==> src/rtl/image_write_sched_if.sv <==
// Bus bundle between image_write_sched and its cfg master, image_write,
// the layer controller and the bank consumer.
interface image_write_sched_if #(
   parameter int unsigned CFG_DWIDTH = 32,
   parameter int unsigned CFG_AWIDTH = 5
);
   logic [CFG_DWIDTH-1:0] cfg_data;
   logic [CFG_AWIDTH-1:0] cfg_addr;
   logic                  cfg_valid;
   logic                  start;
   logic                  busy;
   logic                  done;
   logic                  err;
   logic                  wr_next;
   logic                  wr_val_mon;
   logic                  bank_sel;
   logic [1:0]            bank_full;
   logic [1:0]            bank_release;

   modport master (
      output cfg_data, cfg_addr, cfg_valid, start, wr_val_mon, bank_release,
      input  busy, done, err, wr_next, bank_sel, bank_full
   );

   modport slave (
      input  cfg_data, cfg_addr, cfg_valid, start, wr_val_mon, bank_release,
      output busy, done, err, wr_next, bank_sel, bank_full
   );
endinterface

==> src/rtl/image_write_sched.sv <==
// Ping-pong tile scheduler for image_write: issues one next pulse per tile, counts
// wr_val beats to close a tile, marks the bank full and waits for the consumer to free it.
module image_write_sched #(
   parameter int unsigned          CFG_DWIDTH   = 32,
   parameter int unsigned          CFG_AWIDTH   = 5,
   parameter int unsigned          MEM_AWIDTH   = 16,
   parameter logic [CFG_AWIDTH-1:0] CFG_LEN_ADDR = CFG_AWIDTH'(4),
   parameter logic [CFG_AWIDTH-1:0] CFG_NUM_ADDR = CFG_AWIDTH'(5)
) (
   input logic               clk,
   input logic               rst_n,
   image_write_sched_if.slave bus
);

   typedef enum logic [1:0] {StIdle, StWaitBank, StIssue, StFill} state_e;

   state_e                state_q, state_d;
   logic [MEM_AWIDTH-1:0] len_q, len_d, len_run_q, len_run_d, word_cnt_q, word_cnt_d;
   logic [15:0]           num_q, num_d, num_run_q, num_run_d, tile_cnt_q, tile_cnt_d;
   logic                  done_q, done_d, err_q, err_d, bank_sel_q, bank_sel_d;
   logic [1:0]            bank_full_q, bank_full_d;
   logic                  unused_cfg_hi;

   assign unused_cfg_hi = ^bus.cfg_data[CFG_DWIDTH-1:16];

   always_comb begin
      len_d = len_q;
      num_d = num_q;
      if (bus.cfg_valid && bus.cfg_addr == CFG_LEN_ADDR) len_d = bus.cfg_data[MEM_AWIDTH-1:0];
      if (bus.cfg_valid && bus.cfg_addr == CFG_NUM_ADDR) num_d = bus.cfg_data[15:0];
   end

   always_comb begin
      state_d    = state_q;
      len_run_d  = len_run_q;
      num_run_d  = num_run_q;
      word_cnt_d = word_cnt_q;
      tile_cnt_d = tile_cnt_q;
      done_d     = 1'b0;
      err_d      = err_q;
      bank_sel_d = bank_sel_q;
      // Release first so a same-cycle set below overrides it.
      bank_full_d = bank_full_q & ~bus.bank_release;

      unique case (state_q)
         StIdle: begin
            if (bus.start) begin
               err_d = 1'b0;
               if (len_q == '0 || num_q == '0) begin
                  done_d = 1'b1;
               end else begin
                  state_d    = StWaitBank;
                  tile_cnt_d = '0;
                  len_run_d  = len_q;
                  num_run_d  = num_q;
               end
            end
         end
         StWaitBank: begin
            if (!bank_full_q[bank_sel_q]) state_d = StIssue;
         end
         StIssue: begin
            word_cnt_d = '0;
            state_d    = StFill;
         end
         StFill: begin
            if (bus.wr_val_mon) begin
               word_cnt_d = word_cnt_q + MEM_AWIDTH'(1);
               if (word_cnt_q == len_run_q - MEM_AWIDTH'(1)) begin
                  bank_full_d[bank_sel_q] = 1'b1;
                  bank_sel_d              = ~bank_sel_q;
                  tile_cnt_d              = tile_cnt_q + 16'd1;
                  if (tile_cnt_q == num_run_q - 16'd1) begin
                     state_d = StIdle;
                     done_d  = 1'b1;
                  end else begin
                     state_d = StWaitBank;
                  end
               end
            end
         end
         default: state_d = StIdle;
      endcase

      // Beats outside a tile are protocol errors and are never counted.
      if (bus.wr_val_mon && state_q != StFill) err_d = 1'b1;
   end

   always_ff @(posedge clk or negedge rst_n) begin
      if (!rst_n) begin
         state_q     <= StIdle;
         len_q       <= '0;
         num_q       <= '0;
         len_run_q   <= '0;
         num_run_q   <= '0;
         word_cnt_q  <= '0;
         tile_cnt_q  <= '0;
         done_q      <= 1'b0;
         err_q       <= 1'b0;
         bank_sel_q  <= 1'b0;
         bank_full_q <= 2'b00;
      end else begin
         state_q     <= state_d;
         len_q       <= len_d;
         num_q       <= num_d;
         len_run_q   <= len_run_d;
         num_run_q   <= num_run_d;
         word_cnt_q  <= word_cnt_d;
         tile_cnt_q  <= tile_cnt_d;
         done_q      <= done_d;
         err_q       <= err_d;
         bank_sel_q  <= bank_sel_d;
         bank_full_q <= bank_full_d;
      end
   end

   assign bus.busy      = (state_q != StIdle);
   assign bus.wr_next   = (state_q == StIssue);
   assign bus.done      = done_q;
   assign bus.err       = err_q;
   assign bus.bank_sel  = bank_sel_q;
   assign bus.bank_full = bank_full_q;

endmodule

==> src/flat_wrapper.sv <==
// flat-port wrapper written by rule: the top's interface ports become plain ports
module image_write_sched_flat 
#(
   parameter int unsigned          CFG_DWIDTH   = 32,
   parameter int unsigned          CFG_AWIDTH   = 5,
   parameter int unsigned          MEM_AWIDTH   = 16,
   parameter logic [CFG_AWIDTH-1:0] CFG_LEN_ADDR = CFG_AWIDTH'(4),
   parameter logic [CFG_AWIDTH-1:0] CFG_NUM_ADDR = CFG_AWIDTH'(5)
)
  (clk, rst_n, bus_cfg_data, bus_cfg_addr, bus_cfg_valid, bus_start, bus_wr_val_mon, bus_bank_release, bus_busy, bus_done, bus_err, bus_wr_next, bus_bank_sel, bus_bank_full);
  image_write_sched_if #(.CFG_DWIDTH(CFG_DWIDTH), .CFG_AWIDTH(CFG_AWIDTH)) bus_i ();
  input logic clk;
  input logic rst_n;
  input wire logic [$bits(bus_i.cfg_data)-1:0] bus_cfg_data;
  input wire logic [$bits(bus_i.cfg_addr)-1:0] bus_cfg_addr;
  input wire logic [$bits(bus_i.cfg_valid)-1:0] bus_cfg_valid;
  input wire logic [$bits(bus_i.start)-1:0] bus_start;
  input wire logic [$bits(bus_i.wr_val_mon)-1:0] bus_wr_val_mon;
  input wire logic [$bits(bus_i.bank_release)-1:0] bus_bank_release;
  output wire logic [$bits(bus_i.busy)-1:0] bus_busy;
  output wire logic [$bits(bus_i.done)-1:0] bus_done;
  output wire logic [$bits(bus_i.err)-1:0] bus_err;
  output wire logic [$bits(bus_i.wr_next)-1:0] bus_wr_next;
  output wire logic [$bits(bus_i.bank_sel)-1:0] bus_bank_sel;
  output wire logic [$bits(bus_i.bank_full)-1:0] bus_bank_full;
  assign bus_i.cfg_data = bus_cfg_data;
  assign bus_i.cfg_addr = bus_cfg_addr;
  assign bus_i.cfg_valid = bus_cfg_valid;
  assign bus_i.start = bus_start;
  assign bus_i.wr_val_mon = bus_wr_val_mon;
  assign bus_i.bank_release = bus_bank_release;
  assign bus_busy = bus_i.busy;
  assign bus_done = bus_i.done;
  assign bus_err = bus_i.err;
  assign bus_wr_next = bus_i.wr_next;
  assign bus_bank_sel = bus_i.bank_sel;
  assign bus_bank_full = bus_i.bank_full;
  image_write_sched #(.CFG_DWIDTH(CFG_DWIDTH), .CFG_AWIDTH(CFG_AWIDTH), .MEM_AWIDTH(MEM_AWIDTH), .CFG_LEN_ADDR(CFG_LEN_ADDR), .CFG_NUM_ADDR(CFG_NUM_ADDR)) u_core (.clk(clk), .rst_n(rst_n), .bus(bus_i));
endmodule
==> config.mk <==
export PLATFORM = sky130hd
export DESIGN_NAME = image_write_sched_flat
export DESIGN_NICKNAME = d
export VERILOG_FILES = /design/src/rtl/image_write_sched_if.sv /design/src/rtl/image_write_sched.sv /design/src/flat_wrapper.sv
export SDC_FILE = /design/constraint.sdc
export NUM_CORES = 1
export LEC_CHECK = 0
export ABC_CLOCK_PERIOD_IN_PS = 3210
export CAP_MARGIN = 10
export CORE_ASPECT_RATIO = 1.75
export CORE_UTILIZATION = 35
export DETAILED_ROUTE_END_ITERATION = 10
export RECOVER_POWER = 100
export SLEW_MARGIN = 20
export SYNTH_ARGS = -nofsm -noshare
export SYNTH_HDL_FRONTEND = slang
export SYNTH_SLANG_ARGS = --single-unit
==> constraint.sdc <==
create_clock -name clk -period 3.21 [get_ports clk]
set_clock_uncertainty 0.2 [all_clocks]
set_input_delay 0.321 -clock clk [delete_from_list [all_inputs] [get_ports clk]]
set_output_delay 0.321 -clock clk [all_outputs]
set_load 0.01 [all_outputs]
==> results.tsv <==
metric	value	unit
slowest_delay	550	ps
end_kind	flop	
comb_area	0.00307	sq mm
ys_chip_area	0.00566	sq mm
grt_usage	0.172	
grt-ovfl-total	0	
worst_slack	-114	ps
cts_hold_buf	1	
post-route-period-util	1.04	
setup_tns	-793	ps
hpwlAfterDp	10600	um
setup_viol	14	
synth-edff-count	0	
fmax	0.301	GHz
tightest_slew	2170	ps
crit_family	simple AND/OR/NAND/NOR gates	
drc_errors	2	
violations	design-rule violations, max-capacitance violations, max-slew violations, negative setup slack	
post_cts_buffers	2	
p_leak	2.98	nW
path_clk_slew	80	ps
p_seq_frac	0.357	
max-clock-path-buffers	2	
startpoint	u_core.len_run_q[1]	
power-top-group	combinational logic	
area_leaders	dfrtp_1, mux2_2, xnor2_1, xor2_1, o31ai_1	
drt_wl_total	13700	um
yosysWarnings	0	
startpoint_type	flop	
common_cells	dfrtp_1, mux2_2, nor2_1	
fillCellCount	1514	
buffers	67	
total_power	5.41	mW
rsz0062_at_grt	true	
grt_max_degree	66	
crit_cells	8	
dp_cells	769	
layout.cells.most_common_list	dfrtp_1, mux2_2, nor2_1	
hold_start	u_core.bus.err	
synthSimpleGateAreaFrac	0.167	
fa_ha_area_frac	0.0177	
r2r_cells	8	
run_status	finished, violations left	
p_sw	2.10	mW
finalHoldViolations	0	
relSlewSlack	-0.448	
largest_cell_class	logic gates	
die-area	0.0167	sq mm
grt_busiest_layer	met2	
ys_seq_elements	103	
dpl_cell_area	0.00643	sq mm
use_met3	0.0271	
top_cell_area_share	0.455	
met1_usage	0.192	
synth_area	0.00566	sq mm
ys_types	58	
internal-power	3.31	mW
max-cap-violations	1	
p_sw_frac	0.389	
layout-drive-gt1-share	0.237	
antenna_cells	0	
comb.multi_input.count	395	
post-place-ws	-284	ps
wl_met1	5510	um
syn_inst	537	
routed.top_layer	met4	
gp_congestion	0.911	
cts_resized	11	
cts_tree	yes	
num_vias	4368	
drv_slew	40	
async_flop_share	1.00	
rr_startpoint	u_core.len_run_q[1]	
first_pass_iters	10	
yosysTopAreaCell	dfrtp_1	
path_buffers	0	
xor_share	0.0650	
hold_depth	1	
reg2reg_to	u_core.tile_cnt_q[4]	
hp-class	reg2reg	
buf_share	0.0870	
syn2layout_area_growth	21.1	%
grt_antenna_before_repair	0	
period_needed	3320	ps
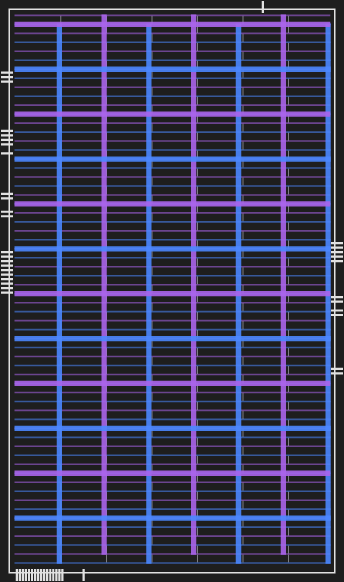
Fig. 1. Power grid.
Pins as bars on the die edge. Tap cells in gray.
net	color
VDD	purple
VSS	blue
rows	61
met1 rails	62
tap cells	189
signal pins	51
Die X: 98.2 um
Max VDD drop: 0.326 mV
core area: 0.0159 sq mm

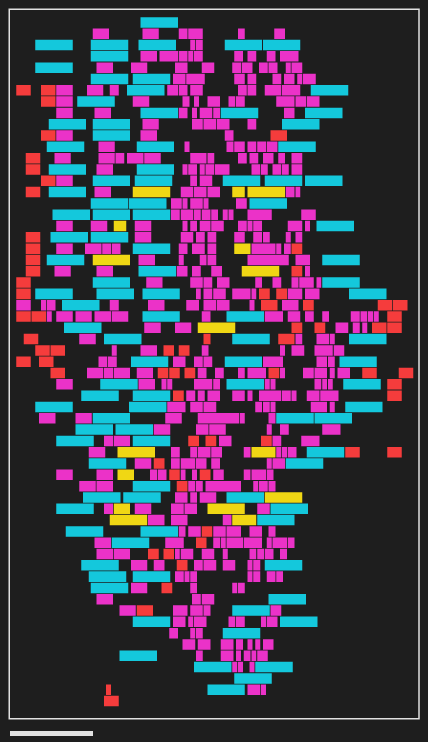
Fig. 2. Placement by cell class.
The bar under the picture is 20 um long.
class	color	cells	share of their area
sequential cells	cyan	103	39%
combinational and other logic	magenta	413	47%
remaining buffers and delay cells	red	67	9.0%
clock drivers and dummy loads	yellow	16	4.7%
row count: 61
final design utilization: 0.432
flop share of the area: 0.376
post-route cell area: 0.00686 sq mm

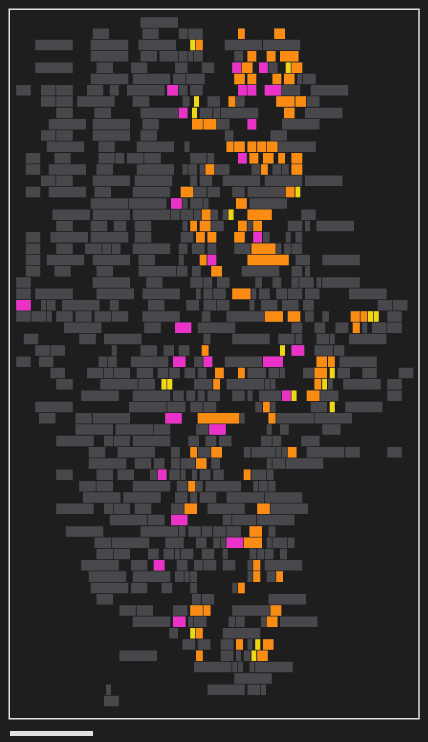
Fig. 3. Selected gate families.
The bar under the picture is 20 um long.
family	color	cells
inv cells	yellow	18
aoi and oai cells	orange	87
and/or cells	magenta	26
Top cell excl fill/tap: dfrtp_1
combinational fraction of the cell area: 0.448
Finished Layout Cells: 788

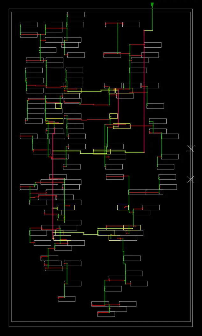
Fig. 4. Clock wiring as the flow saved it.
Latency at later pin: 360 ps
CTS Buf Count: 9

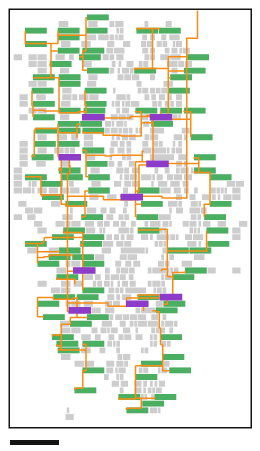
Fig. 5. Clock distribution.
The bar under the picture is 20 um long.
[clock wires] orange | length: 1290 um
[clock drivers] purple | count: 9
[flip-flops] green | count: 103
routed clock nets	10
Power Clock: 1.13 mW
clock network power share: 0.209

Power figures rest on the tool's default switching activity, not on a simulated workload.
